[config.mk]
export PLATFORM = sky130hd
export DESIGN_NAME = dual_boot_sequencer
export DESIGN_NICKNAME = d
export VERILOG_FILES = /design/src/rtl/dual_boot_sequencer.sv
export SDC_FILE = /design/constraint.sdc
export NUM_CORES = 1
export LEC_CHECK = 0
export CORE_MARGIN = 2
export CORE_UTILIZATION = 50
export CTS_BUF_LIST = sky130_fd_sc_hd__clkbuf_4
export CTS_CLUSTER_SIZE = 40
export DETAILED_ROUTE_END_ITERATION = 16
export MAX_ROUTING_LAYER = met4
export PLACE_DENSITY = 0.95
export SKIP_LAST_GASP = 1
export SLEW_MARGIN = 25
export SYNTH_ARGS = -nofsm -noshare
export SYNTH_HDL_FRONTEND = slang
export SYNTH_SLANG_ARGS = --single-unit
[constraint.sdc]
create_clock -name clk -period 4.5 [get_ports clk]
set_input_delay 0.9 -clock clk [delete_from_list [all_inputs] [get_ports clk]]
set_output_delay 0.9 -clock clk [all_outputs]
set_load 0.005 [all_outputs]
[src/rtl/dual_boot_sequencer.sv]
// Sequencer for the dual-image boot IP CSR: polls busy, selects the image, then triggers reconfig.
// Optional two-step request confirmation is enabled by defining DUAL_BOOT_SEQ_CONFIRM_EN.
//
// state    | meaning
// ---------+------------------------------------------------------------
// S_IDLE   | waiting for a switch request, req_ready high
// S_ARMED  | first request seen, waiting for a matching confirm (optional)
// S_POLL   | reading the busy flag until clear or the poll budget runs out
// S_WSEL   | writing {image, overwrite enable} to the config-select register
// S_SETTLE | idle gap between the select write and the trigger write
// S_WTRIG  | writing the reconfig trigger
// S_DONE   | trigger issued, device reconfigures; only reset leaves
// S_ERROR  | busy never cleared; sticky until reset
module dual_boot_sequencer #(
    parameter int unsigned ADDR_TRIG     = 0,
    parameter int unsigned ADDR_SEL      = 1,
    parameter int unsigned ADDR_BUSY     = 3,
    parameter int unsigned POLL_TIMEOUT  = 1000000,
    parameter int unsigned SETTLE_CYCLES = 16
) (
    input  logic        clk,
    input  logic        reset,
    input  logic        req_valid,
    input  logic        req_image,
    output logic        req_ready,
    output logic        seq_busy,
    output logic        seq_error,
    output logic [2:0]  avm_address,
    output logic        avm_read,
    output logic        avm_write,
    output logic [31:0] avm_writedata,
    input  logic [31:0] avm_readdata,
    input  logic        avm_waitrequest
);

    localparam int SETTLE_W = (SETTLE_CYCLES > 1) ? $clog2(SETTLE_CYCLES) : 1;
    localparam logic [SETTLE_W-1:0] SETTLE_LOAD =
        (SETTLE_CYCLES == 0) ? '0 : SETTLE_W'(SETTLE_CYCLES - 1);
    localparam logic [23:0] POLL_LAST = 24'(POLL_TIMEOUT - 1);
    localparam logic [2:0]  A_TRIG = 3'(ADDR_TRIG);
    localparam logic [2:0]  A_SEL  = 3'(ADDR_SEL);
    localparam logic [2:0]  A_BUSY = 3'(ADDR_BUSY);

    typedef enum logic [2:0] {
        S_IDLE,
        S_POLL,
        S_WSEL,
        S_SETTLE,
        S_WTRIG,
        S_DONE,
        S_ERROR
`ifdef DUAL_BOOT_SEQ_CONFIRM_EN
        , S_ARMED
`endif
    } state_t;

    state_t                state;
    state_t                state_next;
    logic                  image_q;
    logic [23:0]           poll_cnt;
    logic                  poll_gap;
    logic [SETTLE_W-1:0]   settle_cnt;
    logic                  poll_rd_done;
    logic                  busy_flag;
    logic                  unused_readdata;

`ifdef DUAL_BOOT_SEQ_CONFIRM_EN
    logic [25:0]           win_cnt;
`endif

    // Only bit 0 of the status word carries information.
    assign busy_flag       = avm_readdata[0];
    assign unused_readdata = ^avm_readdata[31:1];
    assign poll_rd_done    = (state == S_POLL) && !poll_gap && !avm_waitrequest;

    always_ff @(posedge clk) begin
        if (reset) begin
            state <= S_IDLE;
        end else begin
            state <= state_next;
        end
    end

    always_comb begin
        state_next    = state;
        req_ready     = 1'b0;
        seq_busy      = 1'b1;
        seq_error     = 1'b0;
        avm_address   = 3'd0;
        avm_read      = 1'b0;
        avm_write     = 1'b0;
        avm_writedata = 32'd0;
        case (state)
            S_IDLE: begin
                req_ready = 1'b1;
                seq_busy  = 1'b0;
                if (req_valid) begin
`ifdef DUAL_BOOT_SEQ_CONFIRM_EN
                    state_next = S_ARMED;
`else
                    state_next = S_POLL;
`endif
                end
            end
`ifdef DUAL_BOOT_SEQ_CONFIRM_EN
            S_ARMED: begin
                req_ready = 1'b1;
                if (req_valid) begin
                    state_next = (req_image == image_q) ? S_POLL : S_IDLE;
                end else if (win_cnt == '0) begin
                    state_next = S_IDLE;
                end
            end
`endif
            S_POLL: begin
                // poll_gap forces the one idle cycle between consecutive reads
                avm_read    = !poll_gap;
                avm_address = A_BUSY;
                if (poll_rd_done) begin
                    if (!busy_flag) begin
                        state_next = S_WSEL;
                    end else if (poll_cnt == POLL_LAST) begin
                        state_next = S_ERROR;
                    end
                end
            end
            S_WSEL: begin
                avm_write     = 1'b1;
                avm_address   = A_SEL;
                avm_writedata = {30'd0, image_q, 1'b1};
                if (!avm_waitrequest) begin
                    state_next = (SETTLE_CYCLES == 0) ? S_WTRIG : S_SETTLE;
                end
            end
            S_SETTLE: begin
                if (settle_cnt == '0) begin
                    state_next = S_WTRIG;
                end
            end
            S_WTRIG: begin
                avm_write     = 1'b1;
                avm_address   = A_TRIG;
                avm_writedata = 32'd1;
                if (!avm_waitrequest) begin
                    state_next = S_DONE;
                end
            end
            S_DONE: begin
                state_next = S_DONE;
            end
            S_ERROR: begin
                seq_busy  = 1'b0;
                seq_error = 1'b1;
            end
            default: begin
                state_next = S_IDLE;
            end
        endcase
    end

    always_ff @(posedge clk) begin
        if (reset) begin
            image_q    <= 1'b0;
            poll_cnt   <= '0;
            poll_gap   <= 1'b0;
            settle_cnt <= '0;
        end else begin
            poll_gap <= 1'b0;
            case (state)
                S_IDLE: begin
                    if (req_valid) begin
                        image_q  <= req_image;
                        poll_cnt <= '0;
                    end
                end
`ifdef DUAL_BOOT_SEQ_CONFIRM_EN
                S_ARMED: begin
                    if (req_valid) begin
                        poll_cnt <= '0;
                    end
                end
`endif
                S_POLL: begin
                    if (poll_rd_done && busy_flag) begin
                        poll_cnt <= poll_cnt + 24'd1;
                        poll_gap <= 1'b1;
                    end
                end
                S_WSEL: begin
                    if (!avm_waitrequest) begin
                        settle_cnt <= SETTLE_LOAD;
                    end
                end
                S_SETTLE: begin
                    if (settle_cnt != '0) begin
                        settle_cnt <= settle_cnt - 1'b1;
                    end
                end
                default: begin
                end
            endcase
        end
    end

`ifdef DUAL_BOOT_SEQ_CONFIRM_EN
    // Confirmation window: loaded on the first accept, expires at zero.
    always_ff @(posedge clk) begin
        if (reset) begin
            win_cnt <= '0;
        end else if (state == S_IDLE && req_valid) begin
            win_cnt <= '1;
        end else if (state == S_ARMED && win_cnt != '0) begin
            win_cnt <= win_cnt - 26'd1;
        end
    end
`endif

endmodule

io_placement.png
Scale bar: 20 µm. Pins as bars across the die edge, other pins in grey.
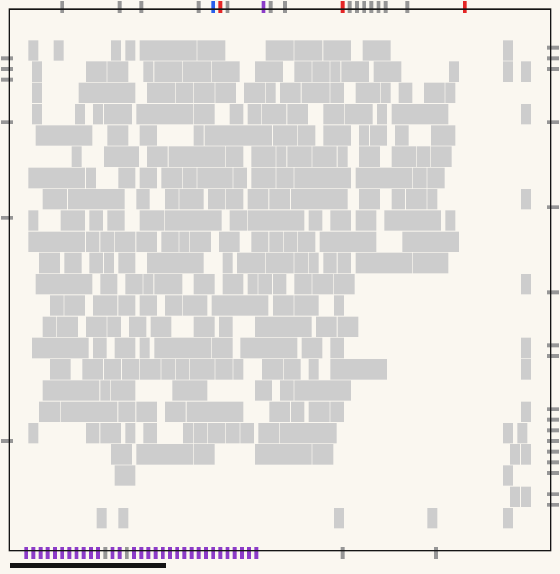
[`avm_readdata`] purple | pins: 32 | direction: input | edge: 31 bottom, 1 top
[`avm_read`] blue | pins: 1 | direction: output | edge: top
[`avm_address`] red | pins: 3 | direction: output | edge: top
all pins by edge: 35 bottom, 19 top, 17 right, 6 left
number of input and output port buffers inserted: 14
die height: 69.1 µm

layer_met2.png
Scale bar: 20 µm.
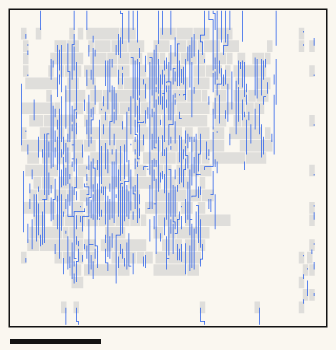
longest straight run: 32.6 µm
main direction: vertical
share of all routed wire: 50%
wire length on this layer: 2100 µm
global routing usage on met2: 30.1%
detailed-route via count: 1884

==> run notes <==
The synthesis and place-and-route flow finished, so here is a summary.

The count of warning messages emitted by the tools is ~57. The upper clock frequency limit came out at between 300 and 400 MHz. Looking at the VDD voltage map, the peak drop is approximately 0.00024 V.

In the setup report, the worst path falls into the class register to primary output. The ratio of routed vias to standard cells is between 5 and 6. Setup repair after global routing left no endpoint under its margin. The count of TritonRoute iterations in the first routing pass is 4.

The number of buffers inserted by hold repair at cts is 0. In the routed design, unresolved DRC markers number 0. The yosys synthesis chip area came out at around 0.0021 mm². Entering global routing, the biggest net connects 29 pins. met1 track demand over resource after global routing is between 20% and 30%.

The final number of setup-violating endpoints is 0. The final layout reports a setup TNS of 0 ps. The power density over the cells came out at 418 mW/mm². Per the synth stats, the flop cell with the highest instance count is sky130_fd_sc_hd__dfxtp_1. The logic area came out at ~0.0013 mm². Looking at the clock tree report, the H-tree level count equals 2. The worst reg2reg path depth is 5. The number of distinct library cell variants in the gate-level netlist after synthesis came out at 42. The highest-delay cell along the critical path is sky130_fd_sc_hd__dfxtp_1.

The final hold slack is 495 ps. The number of pins exceeding their max-slew limit in the final report is 0. The power attributed to combinational cells is ~0.37 mW. The tree is rooted in a sky130_fd_sc_hd__clkbuf_4. The number of multi-input combinational cells in the layout is approximately 200. RePlAce ended its routability-driven mode at a weighted congestion of 0.902.

The count of clock tree sinks came out at 33. The initial antenna violation count came out at 0. The post-synthesis cell type with the largest combined area is sky130_fd_sc_hd__dfxtp_1. The tally of clock buffers in the finished layout is 8. The async set-or-reset flop fraction in the synthesized netlist came out at 0%. In the per-layer breakdown of the detailed-route log, met1 shows 1800 µm. The clock transition time at the flip-flop clock pins of the worst setup and hold paths is about 100 ps. The area share of buffers outside the clock network came out at between 6 and 7%. The utilization of the core after routing is between 50% and 60%. TritonCTS built the clock tree.

The worst register-to-register path ends at poll_cnt[23]. The most instantiated library cell after synthesis is sky130_fd_sc_hd__dfxtp_1. The detailed router used layers up to and including met4. The xor and xnor area share after synthesis came out at just over 2%. The register share of the cell area came out at around 30%. The repair_antennas step left the layout with diodes totalling 0.

The critical path capture point is avm_read. The flow ran to the end, and the final reports show no timing, DRC or antenna violations. The worst-case setup margin in the final layout is roughly 1500 ps. The clock buffer count from CTS came out at 5. The total number of cells along the worst setup path is 3. The cell type taking the most area is logic gates. The chip footprint is 0.00477 mm².

The mean area per synthesized cell came out at 8.18 µm². The sequential share of power came out at between 40 and 50%. The maximum buffer depth of the clock tree came out at 2. The routed wire length on met2 is between 2000 and 2500 µm. The top cell type by area accounts for 31.2% of the synthesized area. The clock network burns roughly a fifth of the power. The post-synth tally of flip-flops with integrated enable is 0. The number of ordinary and repair buffers in the finished layout came out at 15. The power attributed to sequential cells came out at between 0.3 and 0.4 mW. The top cell types in the final layout, fill and taps aside, are sky130_fd_sc_hd__dfxtp_1, sky130_fd_sc_hd__conb_1, sky130_fd_sc_hd__a21oi_1, sky130_fd_sc_hd__or4_1. Among logic cells in the layout, the one with the most instances is sky130_fd_sc_hd__dfxtp_1. The number of max-cap violations is 0. Global routing finished with a remaining overflow of 0. The final report gives the standard cell area, fillers excluded, as around 0.0022 mm². The relative area change from synthesis to final layout came out at 4.02%. The insertion delay of the later-clocked pin in the worst-skew pair is around 340 ps.
congestion.png
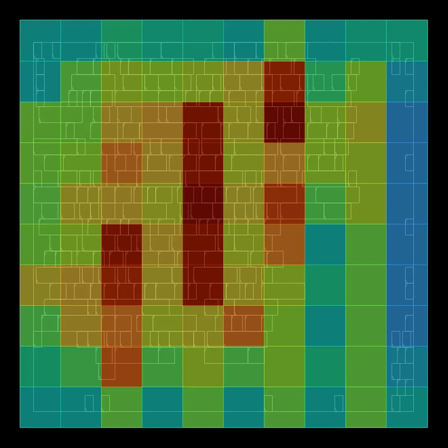
routed length per instance: 13.4 µm
Most Crowded Layer GR: met2

Power figures rest on the tool's default switching activity, not on a simulated workload.
